Figure 1. M1 wires (run 1).
Scale bar: 20 um. Supply wires on this layer in gray.
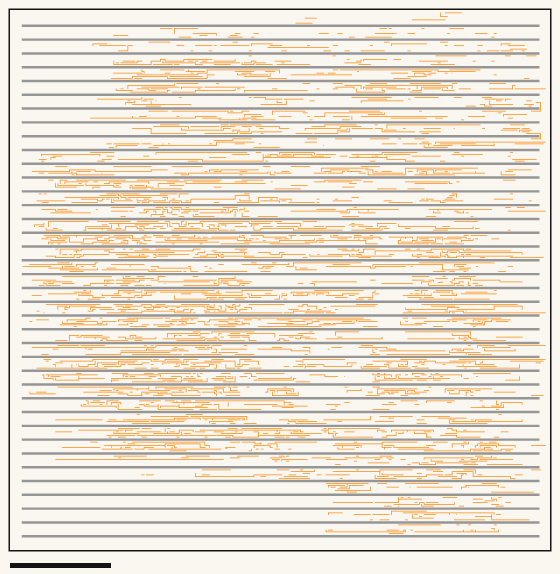
Figure 2. The metal 2 layer (run 1).
Scale bar: 20 um.
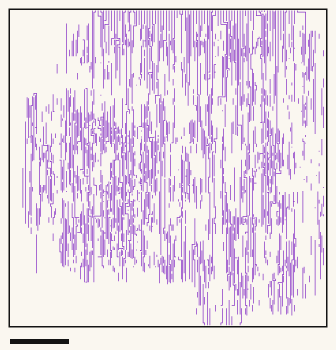
Figure 3. Met3 routing (run 1).
Cells faint in the background.
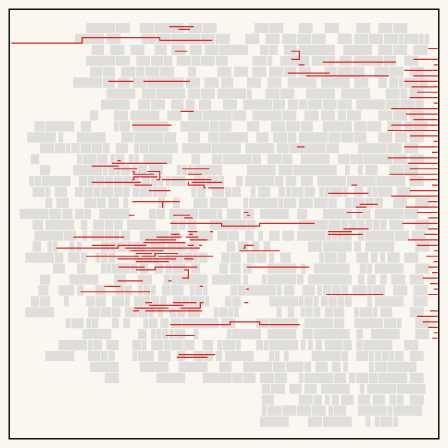
**src/rtl/soc_test_ctrl.sv**
```systemverilog
// soc_test_ctrl: sequences SoC resets for a test run and watches the tohost
// word to detect the end of the test.
//   i_clk, i_rst            clock, synchronous active-high reset
//   i_start                 begin a test (IDLE) or rerun it (DONE)
//   i_wr_en/addr/data       snooped SoC data-bus writes
//   o_soc_rst_n             per-channel active-low SoC resets, released in ascending order
//   o_running               high while the test runs
//   o_done/o_pass/o_timeout sticky result flags
//   o_fail_code             upper bits of the completing tohost write
//   o_cycle_count           cycles spent running, saturating
module soc_test_ctrl #(
  parameter int          NUM_RST        = 1,
  parameter int          RST_CYCLES     = 2,
  parameter int          STAGGER        = 0,
  parameter int          TIMEOUT_CYCLES = 0,
  parameter int          ADDR_WIDTH     = 32,
  parameter int          DATA_WIDTH     = 32,
  parameter logic [31:0] TOHOST_ADDR    = 32'h8000_1000,
  parameter int          CNT_W          = 32
) (
  input  logic                  i_clk,
  input  logic                  i_rst,
  input  logic                  i_start,
  input  logic                  i_wr_en,
  input  logic [ADDR_WIDTH-1:0] i_wr_addr,
  input  logic [DATA_WIDTH-1:0] i_wr_data,
  output logic [NUM_RST-1:0]    o_soc_rst_n,
  output logic                  o_running,
  output logic                  o_done,
  output logic                  o_pass,
  output logic                  o_timeout,
  output logic [DATA_WIDTH-2:0] o_fail_code,
  output logic [CNT_W-1:0]      o_cycle_count
);

  typedef enum logic [2:0] {ST_IDLE, ST_HOLD, ST_RELEASE, ST_RUN, ST_DONE} state_t;

  state_t                state_q, state_d;
  logic [31:0]           seq_q, seq_d;
  logic [NUM_RST-1:0]    rst_n_d;
  logic                  running_d, done_d, pass_d, timeout_d;
  logic [DATA_WIDTH-2:0] fail_d;
  logic [CNT_W-1:0]      cnt_d, cnt_inc;
  logic                  hit, timeout_hit;

  assign hit = i_wr_en && (i_wr_addr == ADDR_WIDTH'(TOHOST_ADDR)) && i_wr_data[0];

  assign cnt_inc = (&o_cycle_count) ? o_cycle_count : o_cycle_count + CNT_W'(1);

  // Compare against the count this RUN cycle produces, so the count shown in
  // DONE equals TIMEOUT_CYCLES.
  assign timeout_hit = (TIMEOUT_CYCLES != 0) && (cnt_inc == CNT_W'(TIMEOUT_CYCLES));

  // State register and all registered outputs
  always_ff @(posedge i_clk) begin
    if (i_rst) begin
      state_q       <= ST_IDLE;
      seq_q         <= '0;
      o_soc_rst_n   <= '0;
      o_running     <= 1'b0;
      o_done        <= 1'b0;
      o_pass        <= 1'b0;
      o_timeout     <= 1'b0;
      o_fail_code   <= '0;
      o_cycle_count <= '0;
    end else begin
      state_q       <= state_d;
      seq_q         <= seq_d;
      o_soc_rst_n   <= rst_n_d;
      o_running     <= running_d;
      o_done        <= done_d;
      o_pass        <= pass_d;
      o_timeout     <= timeout_d;
      o_fail_code   <= fail_d;
      o_cycle_count <= cnt_d;
    end
  end

  // Next-state logic
  always_comb begin
    state_d = state_q;
    case (state_q)
      ST_IDLE:    if (i_start) state_d = ST_HOLD;
      ST_HOLD:    if (seq_q == 32'(RST_CYCLES - 1)) state_d = ST_RELEASE;
      ST_RELEASE: if (&o_soc_rst_n) state_d = ST_RUN;
      ST_RUN:     if (hit || timeout_hit) state_d = ST_DONE;
      ST_DONE:    if (i_start) state_d = ST_HOLD;
      default:    state_d = ST_IDLE;
    endcase
  end

  // Output logic: next values of the registered outputs
  always_comb begin
    seq_d     = seq_q;
    rst_n_d   = o_soc_rst_n;
    running_d = (state_d == ST_RUN);
    done_d    = o_done;
    pass_d    = o_pass;
    timeout_d = o_timeout;
    fail_d    = o_fail_code;
    cnt_d     = o_cycle_count;
    case (state_q)
      ST_IDLE, ST_DONE: begin
        rst_n_d = '0;
        if (i_start) begin
          seq_d     = '0;
          done_d    = 1'b0;
          pass_d    = 1'b0;
          timeout_d = 1'b0;
          fail_d    = '0;
          cnt_d     = '0;
        end
      end
      ST_HOLD: begin
        rst_n_d = '0;
        seq_d   = seq_q + 32'd1;
        if (state_d == ST_RELEASE) begin
          // seq restarts as the RELEASE cycle index; channels with a zero
          // offset come out of reset on entry.
          seq_d = '0;
          for (int unsigned k = 0; k < NUM_RST; k++)
            if (k * 32'(STAGGER) == 32'd0) rst_n_d[k] = 1'b1;
        end
      end
      ST_RELEASE: begin
        seq_d = seq_q + 32'd1;
        for (int unsigned k = 0; k < NUM_RST; k++)
          if (seq_d == k * 32'(STAGGER)) rst_n_d[k] = 1'b1;
      end
      ST_RUN: begin
        cnt_d = cnt_inc;
        if (hit) begin
          rst_n_d   = '0;
          done_d    = 1'b1;
          pass_d    = (i_wr_data == DATA_WIDTH'(1));
          timeout_d = 1'b0;
          fail_d    = i_wr_data[DATA_WIDTH-1:1];
        end else if (timeout_hit) begin
          rst_n_d   = '0;
          done_d    = 1'b1;
          pass_d    = 1'b0;
          timeout_d = 1'b1;
          fail_d    = '0;
        end
      end
      default: rst_n_d = '0;
    endcase
  end

endmodule
```
**config.mk**
```make
export PLATFORM = sky130hd
export DESIGN_NAME = soc_test_ctrl
export DESIGN_NICKNAME = d
export VERILOG_FILES = /design/src/rtl/soc_test_ctrl.sv
export SDC_FILE = /design/constraint.sdc
export NUM_CORES = 1
export LEC_CHECK = 0
export CAP_MARGIN = 20
export CORE_MARGIN = 2
export CORE_UTILIZATION = 49
export CTS_BUF_LIST = sky130_fd_sc_hd__clkbuf_16
export DETAILED_ROUTE_END_ITERATION = 8
export PLACE_DENSITY = 0.81
export SYNTH_ARGS = -nofsm -noshare
export SYNTH_HDL_FRONTEND = slang
export SYNTH_SLANG_ARGS = --single-unit
```
**constraint.sdc**
```tcl
create_clock -name i_clk -period 3.2 [get_ports i_clk]
set_input_delay 0.32 -clock i_clk [delete_from_list [all_inputs] [get_ports i_clk]]
set_output_delay 0.32 -clock i_clk [all_outputs]
set_load 0.1 [all_outputs]
```
==> deck_impl_summary.md, run 1 <==
Synthesis and Place & Route Summary

Synthesis
  • Synth Cell Area: 0.00515 mm^2
  • Cell Type Count: 61
  • Synthesized net count: 687
  • Yosys Instances: 616
  • Synth warn: 0
  • Ys flop type: dfxtp_1

Clocking
  • CTS tree: yes
  • # clock sinks: 102
  • Hold-fix buffers at CTS: 0
  • Longest Clk Path Bufs: 2
  • Root buffer cell: clkbuf_16

Flow run
  • Max_cap viols: 0

Setup path
  • R2R Setup Slk: 440 ps
  • CP peak stage delay: 490 ps
  • CP Launch Type: flip-flop
  • Worst path depth: 8
  • Data arrival time of the worst path: 3000 ps
  • CP Cell Sequence: ha_1, nor3b_1, nand4_1, nor4_1, nor2b_1, o21ba_2, and3_1, o221a_2

Routing
  • Wirelength per Cell: 17.0 um
  • DRT antenna net count: 0

Layout
  • # diodes: 0
  • Fill cells: 836
  • Fin util: 0.668

Power and ir drop
  • Leakage Power: 2.42 nW
  • Pwr dens: 400 mW/mm^2

Final timing
  • Clock skew: 8.72 ps
  • Final worst slack: 444 ps
  • Final hold slack: 475 ps
  • Pins Over Slew Limit: 0

Floorplanning
  • Chip height: 106 um
  • IO Pins: 136
  • Row count: 37

Hold path
  • Hold/Removal Path Class: reg2reg

Placed design
  • Cells after DPL: 847

Global route
  • First-pass GRT wire length: 23,800 um

Outcome
  • Status: finished, final reports clean
About Figure 1:
nets with wire on the layer	716
longest straight run	33.1 um
Detailed Route WL: 14,700 um
via count: 5,286
met1 GRT Util: 0.320

About Figure 2:
longest straight run	50.7 um
nets with wire on the layer	705
wire length on this layer	7,260 um
GR Util met2: 0.438

About Figure 3:
share of all routed wire	6.5%
longest straight run	20.2 um
met3 Usage GRT: 0.0503

==> run 1: cell families (layout without fill, tap and decap cells) <==
group           Yosys count  after routing  share of synthesized area
xor+xnor                 35             35                     0.0596
buf+inv                  61            172                     0.0481
flops                   102            102                      0.397
compound gates          129            129                      0.187
simple gates            283            283                      0.296
fa+ha+maj                 3              3                    0.00729
mux                       2              2                    0.00389
other cells               1              1                   0.000729
==> run 1: final cells by class <==
class                   instances  area [um^2]  share of cell area
multi-input cells             453         2860               0.417
repair buffers                146         1430               0.208
clock inverters                 7         96.3              0.0140
well taps                     136          170              0.0248
inverters                      10         37.5             0.00547
flip-flops and latches        102         2040               0.297
clock buffers                   9          225              0.0328
==> run 1: power by group <==
group | total [mW] | switching (mW) | internal, mW
sequential | 1.29 | 0.0111 | 1.27
combinational | 0.279 | 0.162 | 0.117
clock | 1.18 | 0.496 | 0.687
total | 2.75 | 0.669 | 2.08
==> run 1: cell usage in the layout (no fill, tap or decap), types with 3 or more instances in the layout <==
cell / count
clkdlybuf4s50_1: 134
dfxtp_1: 102
nor2_1: 55
nand2_1: 55
nand3_1: 35
a22o_1: 32
nor4_1: 30
nand4_1: 25
xor2_1: 21
a21oi_1: 18
or3_1: 16
and3_1: 15
nor3_1: 14
xnor2_1: 14
a311oi_1: 12
buf_4: 12
o21ai_0: 11
a31oi_1: 11
inv_1: 10
o211ai_1: 9
and4_1: 9
a21o_1: 9
clkbuf_16: 9
a41oi_1: 4
nor2b_1: 4
o21a_1: 4
nor4b_1: 3
or4_1: 3
nor3b_1: 3
o211a_1: 3
ha_1: 3
==> run 1: synth_stat cells, types with 10 or more instances <==
library cell  number  area (um^2)
a21oi_1           19         95.1
a311oi_1          12          105
xnor2_1           14          123
nor4_1            30          188
nor2_1            56          210
a31oi_1           11         68.8
inv_1             10         37.5
nand4_1           25          156
nand2_1           55          206
xor2_1            21          184
dfxtp_1          102         2040
o21ai_0           11         55.1
nor3_1            14         70.1
nand3_1           35          175
a22o_1            32          280
or3_1             16          100
clkbuf_1          39          146
and3_1            15         93.8
==> run 1: how the worst min path moves through the flow <==
stage / from / end / slack, ps / cells after the start
floorplan: i_wr_data[1] / o_fail_code[0] / 450 / 1
global placement: o_fail_code[2] / o_fail_code[2] / 460 / 1
detailed placement: o_fail_code[30] / o_fail_code[30] / 470 / 1
CTS: o_fail_code[1] / o_fail_code[1] / 480 / 1
global route: o_fail_code[1] / o_fail_code[1] / 500 / 1
finish: o_fail_code[1] / o_fail_code[1] / 480 / 1
==> run 1: worst reg2reg max path, stage by stage (launching register included) <==
cell	delay [ps]
dfxtp_1	480
ha_1	190
nor3b_1	240
nand4_1	140
nor4_1	420
nor2b_1	140
o21ba_2	490
and3_1	290
o221a_2	250
==> run 1: state kept, by name, indices dropped and copies added, names as in the netlist <==
| name | cells |
|---|---|
| o_done | 1 |
| o_cycle_count | 32 |
| o_running | 1 |
| o_soc_rst_n | 1 |
| state_q | 3 |
| seq_q | 32 |
| o_pass | 1 |
| o_fail_code | 31 |
==> run 1: routing by layer <==
metal  wire length [um]  vias up
met2               7260      224
met1               6190     2523
met5                  0        -
met4                303        0
li1                   -     2507
met3                962       32
Figure 4. Congestion heat map (run 1).
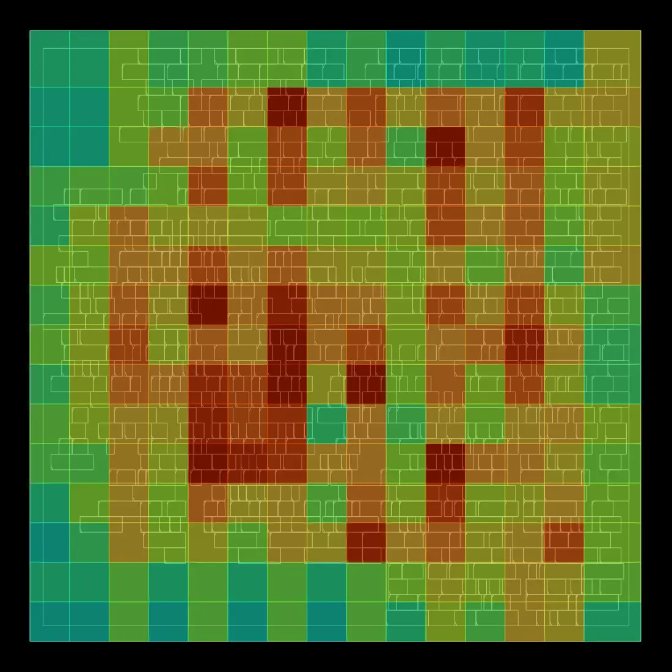

==> run 1 -> run 2 <==
--- a/config.mk
+++ b/config.mk
@@ -10,7 +10,7 @@
 export CORE_UTILIZATION = 49
 export CTS_BUF_LIST = sky130_fd_sc_hd__clkbuf_16
 export DETAILED_ROUTE_END_ITERATION = 8
-export PLACE_DENSITY = 0.81
+export PLACE_DENSITY_LB_ADDON = 0.12
 export SYNTH_ARGS = -nofsm -noshare
 export SYNTH_HDL_FRONTEND = slang
 export SYNTH_SLANG_ARGS = --single-unit
Figure 5. Congestion heat map (run 2).
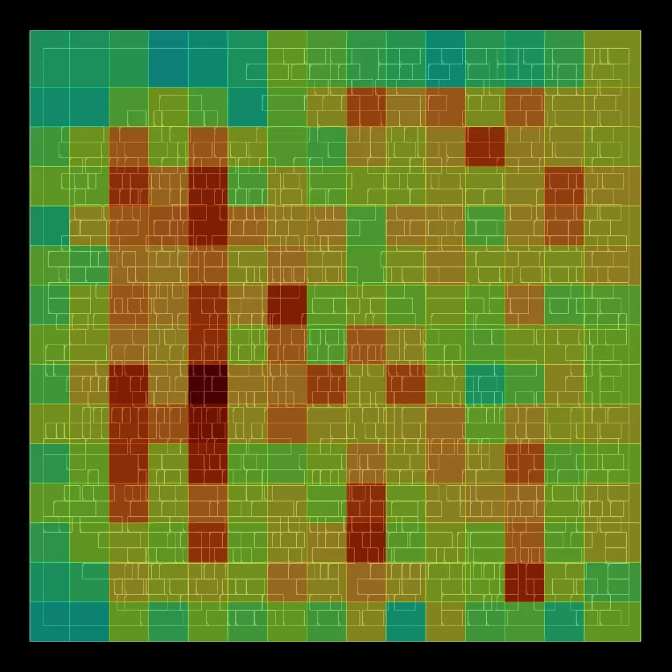
met1 GRT Util: 0.329
Wirelength per Cell: 16.9 um
met3 Usage GRT: 0.0411
GR Util met2: 0.435
GRT Total Usage: 0.256

==> run 2 against run 1 <==
Final area decreased by 0.26%. Flip-flop count unchanged. Power decreased by 4.1%. Via count decreased by 1.7%. Final cell count increased by 0.23%. Largest power group unchanged. Setup slack got worse by 16 ps.
==> deck_impl_summary.md, run 2 <==
Synthesis and Place & Route Summary

Synthesis
  • Top cells by count, synth: dfxtp_1, nor2_1, nand2_1
  • Dominant cell area share: 0.397 (unchanged)
  • Yosys simple share: 0.296 (unchanged)
  • Area leader, netlist: dfxtp_1
  • Synth warn: 0 (unchanged)
  • Yosys Instances: 616 (unchanged)
  • Fa+ha+maj area frac: 0.00729 (unchanged)
  • Area fraction in compound gates: 0.187 (unchanged)
  • Yosys top cell by instances: dfxtp_1
  • Comb area leader: simple AND/OR/NAND/NOR gates
  • Xor/xnor cell area share of the yosys netlist: 0.0596 (unchanged)
  • Synthesized net count: 687 (unchanged)
  • Cell Type Count: 61 (unchanged)

Hold path
  • Hold Path Cell Cnt: 1 (unchanged)
  • Min-delay src: o_fail_code[3]
  • Hold/Removal Path Class: reg2reg

Setup path
  • R2R Setup Slk: 430 ps (-20 ps)
  • CP peak stage delay: 500 ps (about the same)
  • CP Launch Type: flip-flop
  • CP Cell Sequence: ha_1, nor3b_1, nand4_1, nor4_1, nor2b_1, o21ba_2, and3_1, o221a_2

Power and ir drop
  • Switching Fraction: 0.265 (+0.0220)
  • Leakage Power: 2.42 nW (-0.17%)
  • Comb pwr share: 0.105 (+0.004)
  • Pwr dens: 385 mW/mm^2 (-3.8%)
  • Psw: 699 uW (+4.6%)
  • Power share of the clock group: 0.407 (-0.024)

Routing
  • Via count: 5,195 (-1.7%)
  • DRT antenna net count: 0 (unchanged)
  • Detailed Route WL: 14,600 um (-0.67%)

Clocking
  • Root buffer cell: clkbuf_16
  • Hold-fix buffers at CTS: 0 (unchanged)
  • CTS tree: yes
  • Longest Clk Path Bufs: 2 (unchanged)

Floorplanning
  • Chip height: 106 um (unchanged)
  • Row count: 37 (unchanged)
  • IO Pins: 136 (unchanged)

Placed design
  • Cells after DPL: 849 (+0.24%)

Outcome
  • Status: finished, final reports clean

Layout
  • Highest-count logic cell in the final layout: clkdlybuf4s50_1
  • # diodes: 0 (unchanged)
  • Largest registers: o_cycle_count (32), seq_q (32), o_fail_code (31)
  • Fin util: 0.666 (-0.00170)
  • Commonest cells after routing, fill and taps aside: clkdlybuf4s50_1, dfxtp_1, nor2_1, nand2_1, nand3_1

Final timing
  • Pins Over Slew Limit: 0 (unchanged)
  • Clock skew: 8.41 ps (-0.311 ps)

Global route
  • First-pass GRT wire length: 23,700 um (-0.26%)
==> run 2: cell count changes in the layout (fill, tap and decap cells not counted), sizes merged <==
cell,before,now
buf,12,14
bufinv,2,0
inv,11,13
==> run 2: worst max path at each step <==
stage	startpoint	to	slack [ps]	depth (start not counted)
floorplan	o_cycle_count[3]	o_cycle_count[31]	360	6
global placement	i_start	o_cycle_count[29]	470	7
detailed placement	i_start	o_cycle_count[23]	420	7
CTS	seq_q[0]	seq_q[23]	430	8
global route	seq_q[0]	seq_q[20]	200	8
finish	seq_q[0]	seq_q[20]	430	8
==> run 2: routing by layer <==
metal / routed length (um) / share of wire
met3: 950 / 0.065
met4: 284 / 0.019
met1: 6490 / 0.44
met2: 6890 / 0.47
met5: 0 / 0
==> run 2: cells by family after synthesis <==
logic type | count (synthesis)
AND/OR/NAND/NOR | 283
AND-OR/OR-AND | 129
flip-flops | 102
buffers and inverters | 61
XOR/XNOR | 35
adder cells (fa/ha/maj) | 3
multiplexers | 2
other | 1
==> run 2: power groups by stage <==
stage / clock network (mW) / logic (mW) / registers (mW)
finish: 1.07 / 0.277 / 1.28
global route: 1.13 / 0.303 / 1.29
CTS: 1.09 / 0.277 / 1.28
detailed placement: 0 / 0.275 / 1.31
global placement: 0 / 0.272 / 1.31
floorplan: 0 / 0.133 / 1.32
==> run 2: metrics by stage <==
stage          power, mW  setup WS, ps  hold slack (ps)
3_5_place_dp        1.59           421              466
6_report            2.63           427              480
3_3_place_gp        1.59           471              462
2_1_floorplan       1.45           358              446
5_1_grt             2.72           197              497
4_1_cts             2.65           430              484
==> run 2: layout make-up <==
class | count | area [um^2] | area share
Tap cell | 136 | 170 | 0.0248
Clock inverter | 7 | 63.8 | 0.00932
Inverter | 10 | 37.5 | 0.00548
Timing Repair Buffer | 148 | 1450 | 0.211
Multi-Input combinational cell | 453 | 2860 | 0.418
Clock buffer | 9 | 225 | 0.0329
Sequential cell | 102 | 2040 | 0.298
==> run 2: worst max-delay path, delay by kind of cell, from the launching register on <==
family | cells | cell delay, ps
fa+ha+maj | 1 | 180
compound gates | 2 | 750
flops | 1 | 480
simple gates | 5 | 1230
Power figures rest on the tool's default switching activity, not on a simulated workload.
